`src/rtl/fetch_pkg.sv`:
```
// fetch_pkg: shared widths, constants and the queue entry type for the instruction fetch queue
package fetch_pkg;
  localparam int INSTR_W = 16;
  localparam int PC_W = 16;
  localparam logic [PC_W-1:0] PC_INCR = 16'h0002;
  localparam logic [PC_W-1:0] RESET_VECTOR = 16'h0000;
  typedef struct packed {
    logic [INSTR_W-1:0] instruction;
    logic [PC_W-1:0] pc_next;
  } entry_t;
endpackage

```
`src/rtl/fetch_fifo.sv`:
```
// fetch_fifo: in-order entry FIFO for the fetch queue
//   clock/reset: clock, async active-high reset
//   push/din: enqueue an entry; pop: dequeue the head; clear: empty the FIFO (wins over push/pop)
//   head: current head entry; count: occupied entries; empty: count == 0
module fetch_fifo
  import fetch_pkg::*;
#(
  parameter int DEPTH = 4
) (
  input  logic                     clock,
  input  logic                     reset,
  input  logic                     push,
  input  logic                     pop,
  input  logic                     clear,
  input  entry_t                   din,
  output entry_t                   head,
  output logic [$clog2(DEPTH):0]   count,
  output logic                     empty
);
  localparam int AW = $clog2(DEPTH);
  localparam logic [AW:0] FULL = (AW+1)'(DEPTH);
  entry_t mem [DEPTH];
  logic [AW-1:0] rd_ptr, wr_ptr;
  logic do_push, do_pop;
  assign empty = count == '0;
  assign do_pop = pop && !empty;
  assign do_push = push && (count != FULL || do_pop);
  assign head = mem[rd_ptr];
  always_ff @(posedge clock or posedge reset)
    if (reset) begin
      for (int i = 0; i < DEPTH; i++) mem[i] <= '0;
      rd_ptr <= '0;
      wr_ptr <= '0;
      count <= '0;
    end else if (clear) begin
      rd_ptr <= '0;
      wr_ptr <= '0;
      count <= '0;
    end else begin
      if (do_push) mem[wr_ptr] <= din;
      wr_ptr <= wr_ptr + AW'(do_push);
      rd_ptr <= rd_ptr + AW'(do_pop);
      count <= count + (AW+1)'(do_push) - (AW+1)'(do_pop);
    end
endmodule

```
`src/rtl/fetch_queue.sv`:
```
// fetch_queue: instruction prefetch queue between instruction memory and the IF/ID buffer
//   clock/reset: clock, async active-high reset
//   redirect/redirect_addr: taken branch/jump, flushes the queue and restarts fetch at redirect_addr
//   halt: stops new requests only
//   mem_req_*: sequential fetch requests; mem_rsp_*: in-order responses
//   out_*: queue head (instruction, address+2), popped on out_valid && out_ready; count: occupancy
module fetch_queue
  import fetch_pkg::*;
#(
  parameter int DEPTH = 4,
  parameter int MAX_OUTSTANDING = 2
) (
  input  logic                   clock,
  input  logic                   reset,
  input  logic                   redirect,
  input  logic [PC_W-1:0]        redirect_addr,
  input  logic                   halt,
  output logic                   mem_req_valid,
  output logic [PC_W-1:0]        mem_req_addr,
  input  logic                   mem_req_ready,
  input  logic                   mem_rsp_valid,
  input  logic [INSTR_W-1:0]     mem_rsp_data,
  output logic                   out_valid,
  output logic [INSTR_W-1:0]     out_instruction,
  output logic [PC_W-1:0]        out_pc_next,
  input  logic                   out_ready,
  output logic [$clog2(DEPTH):0] count
);
  localparam int OW = $clog2(MAX_OUTSTANDING + 1);
  localparam int CW = $clog2(DEPTH) + 1;
  localparam int SW = (CW > OW ? CW : OW) + 1;
  logic [PC_W-1:0] fetch_pc, resp_pc;
  logic [OW-1:0] outstanding, discard_cnt;
  logic [SW-1:0] credit;
  logic req_fire, rsp_ok, push, pop, empty;
  entry_t din, head;
  // words still in flight that will be kept, plus words already queued
  assign credit = SW'(count) + SW'(outstanding) - SW'(discard_cnt);
  assign mem_req_valid = !reset && !halt && !redirect && outstanding < OW'(MAX_OUTSTANDING) && credit < SW'(DEPTH);
  assign mem_req_addr = fetch_pc;
  assign req_fire = mem_req_valid && mem_req_ready;
  // a response with nothing outstanding is ignored
  assign rsp_ok = mem_rsp_valid && outstanding != '0;
  assign push = rsp_ok && discard_cnt == '0 && !redirect;
  assign pop = out_valid && out_ready && !redirect;
  assign din = {mem_rsp_data, resp_pc + PC_INCR};
  assign out_valid = !empty;
  assign out_instruction = head.instruction;
  assign out_pc_next = head.pc_next;
  fetch_fifo #(.DEPTH(DEPTH)) u_fifo (
    .clock(clock),
    .reset(reset),
    .push(push),
    .pop(pop),
    .clear(redirect),
    .din(din),
    .head(head),
    .count(count),
    .empty(empty)
  );
  always_ff @(posedge clock or posedge reset)
    if (reset) begin
      fetch_pc <= RESET_VECTOR;
      resp_pc <= RESET_VECTOR;
      outstanding <= '0;
      discard_cnt <= '0;
    end else begin
      outstanding <= outstanding + OW'(req_fire) - OW'(rsp_ok);
      fetch_pc <= redirect ? redirect_addr : req_fire ? fetch_pc + PC_INCR : fetch_pc;
      resp_pc <= redirect ? redirect_addr : push ? resp_pc + PC_INCR : resp_pc;
      discard_cnt <= redirect ? outstanding - OW'(rsp_ok) : discard_cnt - OW'(rsp_ok && discard_cnt != '0);
    end
  a_rsp_expected: assert property (@(posedge clock) disable iff (reset) mem_rsp_valid |-> outstanding != '0);
endmodule

```
`config.mk`:
```
export PLATFORM = sky130hd
export DESIGN_NAME = fetch_queue
export DESIGN_NICKNAME = d
export VERILOG_FILES = /design/src/rtl/fetch_pkg.sv /design/src/rtl/fetch_fifo.sv /design/src/rtl/fetch_queue.sv
export SDC_FILE = /design/constraint.sdc
export NUM_CORES = 1
export LEC_CHECK = 0
export CAP_MARGIN = 0
export CORE_MARGIN = 2
export CORE_UTILIZATION = 55
export DETAILED_ROUTE_END_ITERATION = 16
export PLACE_DENSITY = 0.84
export SLEW_MARGIN = 15
export SYNTH_ARGS = -nofsm -noshare
export SYNTH_HDL_FRONTEND = slang
export SYNTH_SLANG_ARGS = --single-unit
```
`constraint.sdc`:
```
create_clock -name clock -period 6.35 [get_ports clock]
set_input_delay 1.27 -clock clock [delete_from_list [all_inputs] [get_ports clock]]
set_output_delay 1.27 -clock clock [all_outputs]
set_load 0.05 [all_outputs]
```
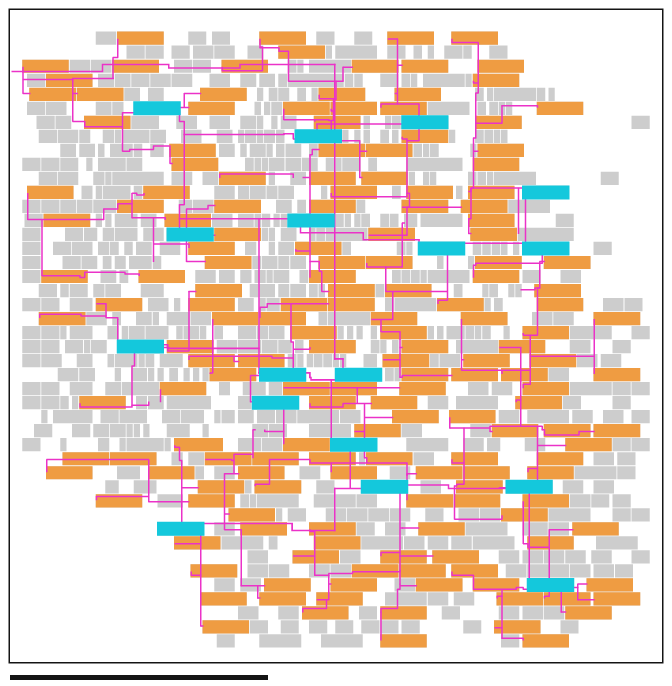
clk_routes.png
Bar = 50 µm.
- orange: flip-flops (count 171)
- magenta: clock wires (length 1950 µm)
- cyan: clock drivers (count 17)
- flops lie: spread over the die

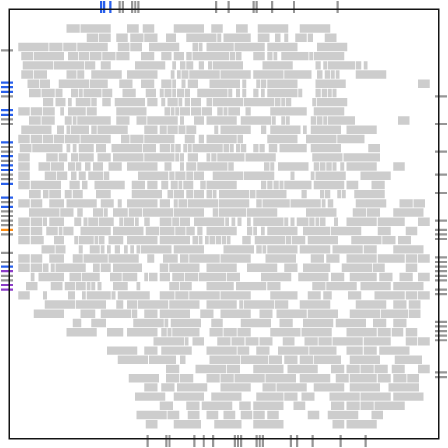
io_placement.png
Pins as bars across the die edge, other pins in gray.
- blue: `mem_req_addr` (pins 16; direction output; edge 13 left, 3 top)
- purple: `count` (pins 3; direction output; edge left)
- orange: `halt` (pins 1; direction input; edge left)

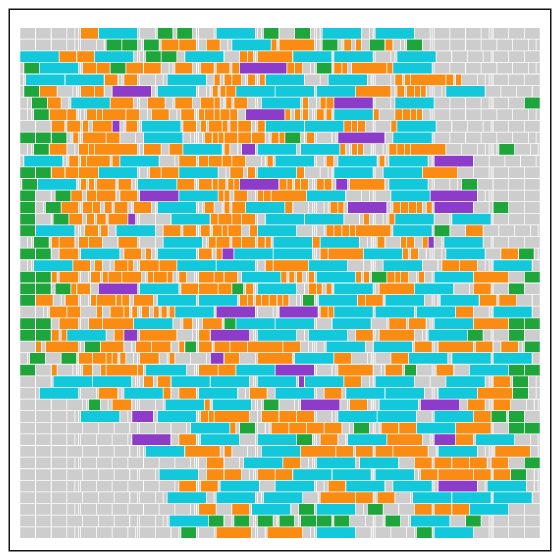
placement_by_type.png
Fill, decap, tap and diode cells in gray.
- purple: clock drivers and dummy loads (cells 31; share of their area 6.2%)
- cyan: flops (cells 171; share of their area 44%)
- green: other buffers and delay cells (cells 97; share of their area 9.9%)
- orange: combinational and other logic (cells 440; share of their area 39%)
Core ar.: 14590 µm²
Post-Layout Inst Area: 9874 µm²
sequential share of cell area: 0.4335
fin util: 0.6768

==> cell type report <==
| class | count | share of cell area |
|---|---|---|
| Timing Repair Buffer | 97 | 0.09681 |
| Inverter | 19 | 0.007983 |
| Sequential cell | 171 | 0.4335 |
| Multi-Input combinational cell | 421 | 0.3775 |
| Tap cell | 184 | 0.02331 |
| Clock inverter | 10 | 0.01432 |
| Clock buffer | 21 | 0.04663 |
==> flip-flops by register name, indices dropped and copies added, names as in the netlist <==
register / count
u_fifo.count: 3
outstanding: 2
u_fifo.mem: 128
resp_pc: 16
mem_req_addr: 16
u_fifo.wr_ptr: 2
discard_cnt: 2
u_fifo.rd_ptr: 2
==> cell families (layout without fill, tap and decap cells) <==
group           count (synthesis)  count (layout)  share of synthesized area
buf+inv                        55             147                    0.03152
xor+xnor                       49              49                    0.05199
compound gates                 83              83                    0.06532
flops                         171             171                     0.5183
mux                           131             131                     0.2219
simple gates                  143             143                    0.08639
fa+ha+maj                      15              15                    0.02455
==> final timing paths <==
path	startpoint	end	slack, ns	depth (start not counted)
worst max-delay path	u_fifo.count[1]$_DFF_PP0_	mem_req_valid	1.32	8
worst min-delay path	u_fifo.mem[51]$_DFFE_PP0P_	u_fifo.mem[51]$_DFFE_PP0P_	0.48	1
worst max register to register	u_fifo.count[1]$_DFF_PP0_	outstanding[1]$_DFF_PP0_	2.81	13
worst min register to register	u_fifo.mem[51]$_DFFE_PP0P_	u_fifo.mem[51]$_DFFE_PP0P_	0.48	1
max in group asynchronous	reset	u_fifo.rd_ptr[0]$_DFF_PP0_	3.67	3
min in group asynchronous	reset	mem_req_addr[2]$_DFFE_PP0P_	1.47	2
==> report_power, final <==
part           total (mW)  switching (mW)  internal [mW]
sequential           1.49           0.170           1.33
clock                1.06           0.422          0.638
combinational        1.76            1.07          0.688
total                4.32            1.66           2.65
==> impl_metrics.json <==
{
  "synth.top_cell.area_share": 0.5183,
  "worstSkewPairLatency_ns": 0.43,
  "critPathLaunchType": "register",
  "ys_types": 45,
  "overflow": 0,
  "ys_ff": 171,
  "skew_ns": 0.008705,
  "die_y_um": 126.5,
  "hold_buffers": 0,
  "n_fill_cell": 975,
  "top_cells_by_count": "171 x dfrtp_1, 70 x mux2_1, 48 x nor2_1",
  "ff_latch_area_um2": 4280,
  "slowest_delay_ns": 0.82,
  "nNetsFinal": 781,
  "final.period_utilization": 0.7927,
  "gr-usage-met3": 0.05609,
  "path_class": "reg2out",
  "clock-root-buffer": "clkbuf_16",
  "lay_top_count": "dfrtp_1",
  "place_inst": 892,
  "wl_met1_um": 7420,
  "ant_nets": 0,
  "flop_cell": "dfrtp_1",
  "clockBufferDepth": 2,
  "die_w_um": 126.5,
  "post_drt_wl_per_cell_um": 18.72,
  "outcome": "completed",
  "syn_area_um2": 8255,
  "cts_tree": "done",
  "ioPinCount": 92,
  "edf_count": 0,
  "cts.clk_slew.worst_paths_ns": 0.06,
  "post_cts_buffers": 0,
  "layout_top_cells": "170 x dfrtp_1, 91 x clkdlybuf4s50_1, 70 x mux2_1, 48 x nor2_1, 45 x nand2_1",
  "first_iter_violations": 359,
  "grt_pass1_wl_um": 28840,
  "avgSynthCellArea_um2": 12.76,
  "synth_top_cell_by_area": "dfrtp_1",
  "tns_ns": 0,
  "remaining_drc_errors": 0,
  "finalHoldViolations": 0,
  "async_flop_share": 1.000,
  "gp_congestion": 0.9203,
  "fp_util": 0.5659,
  "slew_headroom": 0.2896,
  "fin_cells": 923,
  "leakage_nw": 4.321,
  "ir_drop_mv": 0.3069,
  "yosys_area_um2": 8255,
  "yosys_cells": 647,
  "dr.max_layer_used": "met4",
  "antenna_cells": 0,
  "cp.required_ns": 5.08,
  "vias": 5401,
  "numCtsBuffers": 17,
  "path_delay_family": "buffers and inverters",
  "crit_top_cell": "inv_1",
  "ys_seq_share": 0.5183,
  "port_buffers": 91,
  "critical_path.max_fanout": 15,
  "timing.fmax_ghz": 0.1987,
  "place_hpwl_um": 11280,
  "grt_max_degree": 124,
  "fin_crit_ns": 5.033,
  "wl_met3_um": 919,
  "worst_pin_slew_ns": 1.062,
  "cap_viol_max_count": 0,
  "htree_levels": 4,
  "synth_cells": 647,
  "row_count": 44,
  "path_buffers": 3,
  "vias_per_cell": 5.852,
  "syn_to_final_growth_pct": 19.61,
  "firstDrtPassIters": 4
}
